==> run_1/met1.png <==
Scale: 4 px per um. Supply wires on this layer in grey.
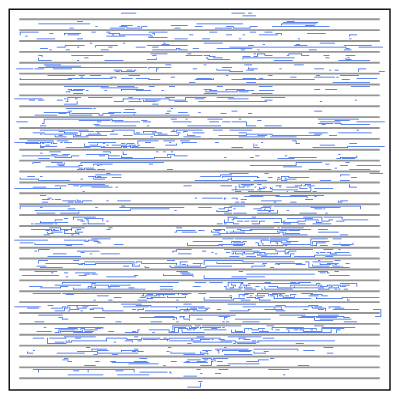
==> run_1/met2.png <==
Scale: 3 px per um.
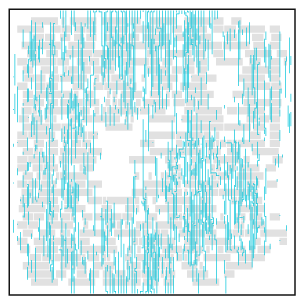
==> run_1/met3.png <==
Scale: 4 px per um.
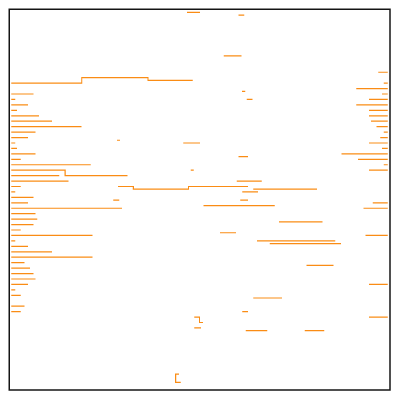
Design store_data_aligner, sky130hd; sources not shown.
==> flow_metrics.env, run 1 <==
# flow metrics
export IMPL_status="finished clean"
export IMPL_ant_nets=0
export IMPL_required_ns=2.79
export IMPL_clock_latency_late_pin_ns=0.35
export IMPL_final_core_util=0.6971
export IMPL_worstRegToRegCells=7
export IMPL_crit_path_start_kind="register"
export IMPL_grt_overflow_total=0
export IMPL_nNetsFinal=556
export IMPL_fin_crit_ns=2.307
export IMPL_p_leak_nw=2.419
export IMPL_setup_viol=0
export IMPL_post_cts_buffers=0
export IMPL_cp_max_fo=15
export IMPL_warnings=27
export IMPL_slew_headroom=0.2771
export IMPL_largest_register_ffs=32
export IMPL_synth_seq_share=0.5440
export IMPL_ir_worst_vdd_uv=290.6
export IMPL_drive_above_1_share=0.1452
export IMPL_ys_sh_aoi=0.1297
export IMPL_wl_per_cell_um=16.26
export IMPL_fmax_mhz=433.5
export IMPL_area_growth_pct=42.60
export IMPL_antenna_found_initial=0
export IMPL_num_antenna_cells=0
export IMPL_synth_edff_count=0
export IMPL_syn_avg_cell_area_um2=11.27
export IMPL_core_area_um2=8093
export IMPL_cp_end_kind="primary output"
export IMPL_ff2ff_setup_slack_ns=0.87
export IMPL_synthMuxAreaShare=0.1689
export IMPL_final_cell_mix="138 x clkdlybuf4s50_1, 86 x dfrtp_1, 38 x mux2_2"
export IMPL_max_cap_viol_count=0
export IMPL_setup_tns_ns=0
export IMPL_place_congestion=0.8493
export IMPL_grt_max_degree=92
export IMPL_fp_utilization=0.4889
export IMPL_lay_top_count="clkdlybuf4s50_1"
export IMPL_slew_violations=0
export IMPL_syn_cell_area_um2=3956
export IMPL_htreeDepth=3
export IMPL_die_area_um2=8984
export IMPL_clock_sinks=86
export IMPL_cts_buffers=9
export IMPL_first_iter_violations=148
export IMPL_xor_share=0
export IMPL_post_cts_resize_count=0
export IMPL_ys_cells=351
export IMPL_synth_warnings=0
export IMPL_numPortBuffers=139
export IMPL_worst_pin_slew_ns=1.084
export IMPL_clk_pin_slew_ns=0.09
export IMPL_grt_pass1_wl_um=15650
export IMPL_arrival_ns=2.00
export IMPL_synth_logic_top_family="multiplexers"
export IMPL_hold_viol=0
export IMPL_die_h_um=94.79
export IMPL_rsz0062_at_grt="no"
export IMPL_dp_hpwl_um=6933
export IMPL_yosysUniqueCellTypes=42
export IMPL_firstDrtPassIters=4
export IMPL_ys_sh_simple=0.1116
export IMPL_crit_type="register to primary output"
export IMPL_clock_skew_ns=0.01050
export IMPL_synth_main_ff_cell="dfrtp_1"
export IMPL_yosys_area_um2=3956
export IMPL_cts_tree="yes"
export IMPL_ctsLongestPathBuffers=2
export IMPL_viasPerCell=5.401
export IMPL_synth_flops=86
export IMPL_async_reset_ff_frac=1.000
export IMPL_die_x_um=94.79
export IMPL_fp_row_count=33
export IMPL_hp_class="primary input to asynchronous set/reset pin"
export IMPL_top_level_ports=142
export IMPL_drcViolationCount=0
export IMPL_synthAdderAreaFrac=0.006325
export IMPL_power_density_nw_per_um2=615.3
export IMPL_syn_inst=351
export IMPL_cts_hold_buffers=0
export IMPL_root_buffer="clkbuf_8"
export IMPL_grt_pass1_vias=3156
export IMPL_fin_crit_sh=0.7441
export IMPL_grt_usage=0.2229
About met1.png:
longest straight run	32.2 um
share of all routed wire	42%
main direction	horizontal
nets with wire on the layer	486
wire length on this layer	4,020 um
via count: 3,208
WL final: 9657 um
met1 Resource Use GR: 0.2956

About met2.png:
wire length on this layer	4,890 um
main direction	vertical
share of all routed wire	51%
M2 GR Usage: 0.3629

About met3.png:
main direction	horizontal
longest straight run	27.4 um
wire length on this layer	602 um
nets with wire on the layer	80
met3 usage: 0.04709

==> run 1: critical path, cell delays in order (launching register included) <==
cell and delay (ns):
dfrtp_1 0.66, clkinv_1 0.41, clkdlybuf4s50_1 0.58
==> run 1: final cells by class <==
cell class	count	area, um^2
sequential	86	2152
fill	641	2451
inverter	11	41.29
clock buffer	10	137.6
clock inverter	6	93.84
timing repair buffer	143	1419
tap	105	131.4
multi-input combinational	233	1667
==> run 1: cell families (layout without fill, tap and decap cells) <==
logic type      after synthesis  after routing
flops                        86             86
simple gates                 88             88
compound gates               79             79
fa+ha+maj                     2              2
mux                          62             62
buf+inv                      33            170
other cells                   1              2
==> run 1: power by group <==
part / switching (mW) / internal, mW
registers: 0.152 / 1.36
logic: 0.426 / 0.632
clock network: 0.419 / 0.483
==> run 1: per-layer routing <==
layer | share of wire | vias up | GRT usage
met5 | 0 | - | 0
met1 | 0.42 | 1553 | 0.2956
met4 | 0.015 | 0 | 0.07850
li1 | - | 1530 | -
met2 | 0.51 | 111 | 0.3629
met3 | 0.062 | 14 | 0.04709
==> run 1: stage by stage <==
stage	cells	worst slack, ns	area [um^2]	hold WS [ns]	power (mW)
2_1_floorplan	352	1.413	3960	0.01441	1.934
3_3_place_gp	578	0.7409	5410	0.4617	2.558
3_5_place_dp	578	0.6729	5410	0.4725	2.604
4_1_cts	594	0.7874	5642	0.1899	3.510
5_1_grt	594	0.6292	5642	0.2386	3.661
6_report	594	0.7933	5642	0.1541	3.471
==> run 1: synth_stat cells, drive strengths merged, types with 2 or more instances <==
master / count / area [um^2]
a41oi: 2 / 17.52
ha: 2 / 25.02
clkbuf: 10 / 37.54
a31oi: 15 / 125.1
nor3: 5 / 25.02
nor2: 20 / 75.07
mux2i: 24 / 240.2
a21o: 2 / 15.01
inv: 10 / 37.53
a21oi: 13 / 65.06
nor4: 4 / 25.02
nand2b: 6 / 37.54
o21ai: 33 / 165.1
nand2: 30 / 112.6
a211o: 2 / 17.52
dfrtp: 86 / 2152
nand3: 7 / 35.03
and3: 3 / 18.77
a221o: 3 / 30.03
and4: 4 / 35.03
nand4: 4 / 31.28
mux2: 38 / 427.9
buf: 12 / 73.82
o22ai: 4 / 25.02
==> run_1/final_placement.png <==
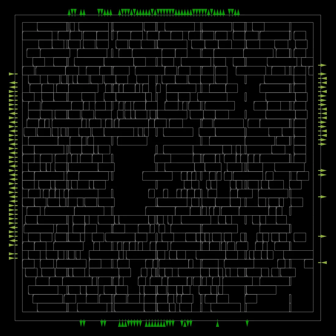

## Run 2: what changed since run 1
--- a/config.mk
+++ b/config.mk
@@ -6,11 +6,11 @@
 export NUM_CORES = 1
 export LEC_CHECK = 0
 export CORE_MARGIN = 2
-export CORE_UTILIZATION = 48
+export CORE_UTILIZATION = 45
 export CTS_CLUSTER_SIZE = 8
 export DETAILED_ROUTE_END_ITERATION = 16
 export HOLD_SLACK_MARGIN = 0.1
-export PLACE_DENSITY = 0.88
+export PLACE_DENSITY = 0.83
 export SYNTH_ARGS = -nofsm -noshare
 export SYNTH_HDL_FRONTEND = slang
 export SYNTH_SLANG_ARGS = --single-unit
==> constraint.sdc (replaced) <==
create_clock -name clk -period 2.3 [get_ports clk]
set_input_delay 0.23 -clock clk [delete_from_list [all_inputs] [get_ports clk]]
set_output_delay 0.23 -clock clk [all_outputs]
set_load 0.01 [all_outputs]
==> run_2/final_placement.png <==
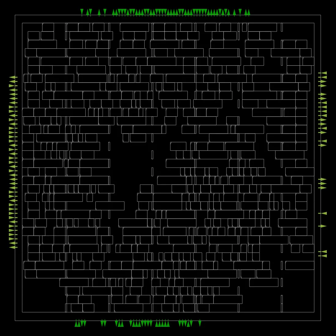
Finished Core Util: 0.6598
Well Taps: 108
fillers: 683

==> run_2/met3.png <==
Scale: 4 px per um.
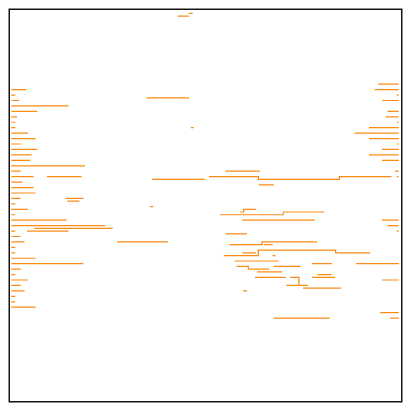
wire length on this layer	624 um
share of all routed wire	6.4%
main direction	horizontal
WL final: 9781 um
via count: 3,289
met3 usage: 0.04510

==> run 2 against run 1 <==
  * Register-to-register slack worse by 0.60 ns
  * Global-route usage is 1.0 points lower
  * Utilization decreased by 3.7 points
  * Combinational power rose by 38%
  * Synthesized area is the same
  * Worst setup slack got worse by 0.52 ns
  * Sequential power is 34% higher
  * Final area increased by 1.0%
  * Via count is 2.5% higher
  * Non-clock buffer count is 7 higher
  * Sequential share of layout area decreased by 0.38 points
  * Clock power grew about 20%
  * Critical path type is now register to register
  * Largest power group unchanged
==> flow_metrics.env, run 2 <==
# flow metrics
export IMPL_first_iter_violations=139
export IMPL_synth_main_ff_cell="dfrtp_1"
export IMPL_busiest_layer="met2"
export IMPL_antenna_found_initial=0
export IMPL_cts_buffers=9
export IMPL_slew_violations=0
export IMPL_pwr_share_seq=0.444
export IMPL_globalRouteMet1Util=0.2660
export IMPL_largest_register_ffs=32
export IMPL_die_area_um2=9558
export IMPL_synth_edff_count=0
export IMPL_required_ns=2.51
export IMPL_die_x_um=97.77
export IMPL_fmax_mhz=492.3
export IMPL_clockPowerShare=0.239
export IMPL_setup_tns_ns=0
export IMPL_top_area_frac=0.5440
export IMPL_hold_viol=0
export IMPL_post_cts_buffers=0
export IMPL_slew_headroom=0.3584
export IMPL_num_antenna_cells=0
export IMPL_die_h_um=97.77
export IMPL_clock_skew_ns=0.01323
export IMPL_synth_flops=86
export IMPL_power_density_nw_per_um2=803.8
export IMPL_place_congestion=0.8873
export IMPL_final_area_um2=5698
export IMPL_viasPerCell=5.445
export IMPL_cts_tree="yes"
export IMPL_syn_inst=351
export IMPL_ff2ff_setup_slack_ns=0.27
export IMPL_area_growth_pct=44.02
export IMPL_lay_top_count="clkdlybuf4s50_1"
export IMPL_cp_end_kind="register"
export IMPL_nNetsFinal=563
export IMPL_use_met2=0.3751
export IMPL_clock_latency_late_pin_ns=0.35
export IMPL_wl_per_cell_um=16.19
export IMPL_root_buffer="clkbuf_8"
export IMPL_grt_usage=0.2125
export IMPL_switching_share=0.2960
export IMPL_instances_no_fill=604
export IMPL_top_cells_by_area="dfrtp_1 54%, mux2_2 11%, mux2i_1 6.1%, o21ai_0 3.8%, nand2_1 2.8%"
export IMPL_dp_hpwl_um=7123
export IMPL_rsz0062_at_grt="no"
export IMPL_status="finished clean"
export IMPL_grt_pass1_vias=3371
export IMPL_final_cell_mix="138 x clkdlybuf4s50_1, 86 x dfrtp_1, 38 x mux2_2"
export IMPL_grt_max_degree=92
export IMPL_fp_utilization=0.4581
export IMPL_post_cts_resize_count=0
export IMPL_clk_pin_slew_ns=0.09
export IMPL_place_ws_ns=0.1944
export IMPL_htreeDepth=3
export IMPL_core_area_um2=8636
export IMPL_clock_sinks=86
export IMPL_syn_avg_cell_area_um2=11.27
export IMPL_setup_slack_ns=0.2685
export IMPL_fp_row_count=34
export IMPL_grt_overflow_total=0
export IMPL_max_cap_viol_count=0
export IMPL_p_int_mw=3.224
export IMPL_hp_class="primary input to asynchronous set/reset pin"
export IMPL_fin_crit_sh=0.8832
export IMPL_setup_viol=0
export IMPL_arrival_ns=2.24
export IMPL_syn_cell_area_um2=3956
export IMPL_power_mw=4.580
export IMPL_async_reset_ff_frac=1.000
export IMPL_drcViolationCount=0
export IMPL_ant_nets=0
export IMPL_yosys_area_um2=3956
export IMPL_worstRegToRegCells=6
export IMPL_top_area_cell="dfrtp_1"
export IMPL_place_area_um2=5484
export IMPL_warnings=27
export IMPL_power_frac_comb=0.318
export IMPL_crit_path_start_kind="register"
export IMPL_ys_cells=351
export IMPL_worst_pin_slew_ns=0.9589
export IMPL_common_cells="86 x dfrtp_1, 38 x mux2_2, 30 x nand2_1, 30 x o21ai_0, 24 x mux2i_1"
export IMPL_synth_warnings=0
export IMPL_cp_max_fo=10
export IMPL_p_sw_mw=1.356
export IMPL_synth_seq_share=0.5440
export IMPL_dp_cells=587
export IMPL_crit_type="register to register"
export IMPL_yosysUniqueCellTypes=42
export IMPL_firstDrtPassIters=5
export IMPL_synth_most_common_cell="dfrtp_1"
export IMPL_ctsLongestPathBuffers=2
export IMPL_top_level_ports=142
export IMPL_drive_above_1_share=0.1532
export IMPL_ir_worst_vdd_uv=407.6
export IMPL_fin_crit_ns=2.031
export IMPL_grt_pass1_wl_um=16440
export IMPL_p_leak_nw=2.447
export IMPL_numPortBuffers=139
[run 2: worst max-delay path, stage by stage, from the launching register on]
cell	delay [ns]
dfrtp_1	0.43
inv_1	0.11
ha_1	0.15
nor4b_2	0.26
nand4_2	0.35
a22oi_1	0.46
o22ai_1	0.14
[run 2: logic make-up (layout without fill, tap and decap cells)]
family | after synthesis | after routing | synth area share
other | 1 | 2 | 0.0009479
buffers and inverters | 33 | 177 | 0.03858
and+or+nand+nor | 88 | 88 | 0.1116
AOI/OAI and AO/OA | 79 | 79 | 0.1297
adders and majority gates | 2 | 2 | 0.006324
DFF | 86 | 86 | 0.5440
muxes | 62 | 62 | 0.1689
[run 2: metrics by stage]
step / hold slack [ns] / util
after floorplan: -0.06559 / -
after global placement: 0.2467 / 0.6350
after CTS: 0.4098 / 0.6598
after detailed placement: 0.2544 / 0.6350
after global routing: 0.4346 / 0.6598
final: 0.4069 / 0.6598
[run 2: area by class of cell]
type                    count  area [um^2]  area share
well taps                 108        135.1     0.02372
multi-input cells         233         1667      0.2925
repair buffers            150         1499      0.2631
flip-flops and latches     86         2152      0.3777
clock inverters             6        76.32     0.01339
clock buffers              10        127.6     0.02240
inverters                  11        41.29    0.007246
[run 2: power by group through the flow]
stage          registers (mW)  logic [mW]  clock network (mW)
2_1_floorplan            2.18       0.431                   0
3_3_place_gp             2.05        1.42                   0
3_5_place_dp             2.06        1.47                   0
4_1_cts                  2.03        1.48                1.13
5_1_grt                  2.09        1.56                1.20
6_report                 2.03        1.46                1.09
[run 2: metal layers]
layer	vias to the layer above	part of all wire
met5	-	0
met3	12	0.064
met4	0	0.013
li1	1539	-
met1	1607	0.40
met2	131	0.52
[run 2: what timing repair did]
item	4_1_cts	5_1_grt
setup endpoints to repair	0	0
endpoints found under the hold margin	40	0
hold buffers	1	0
Power and IR drop assume default switching activity.
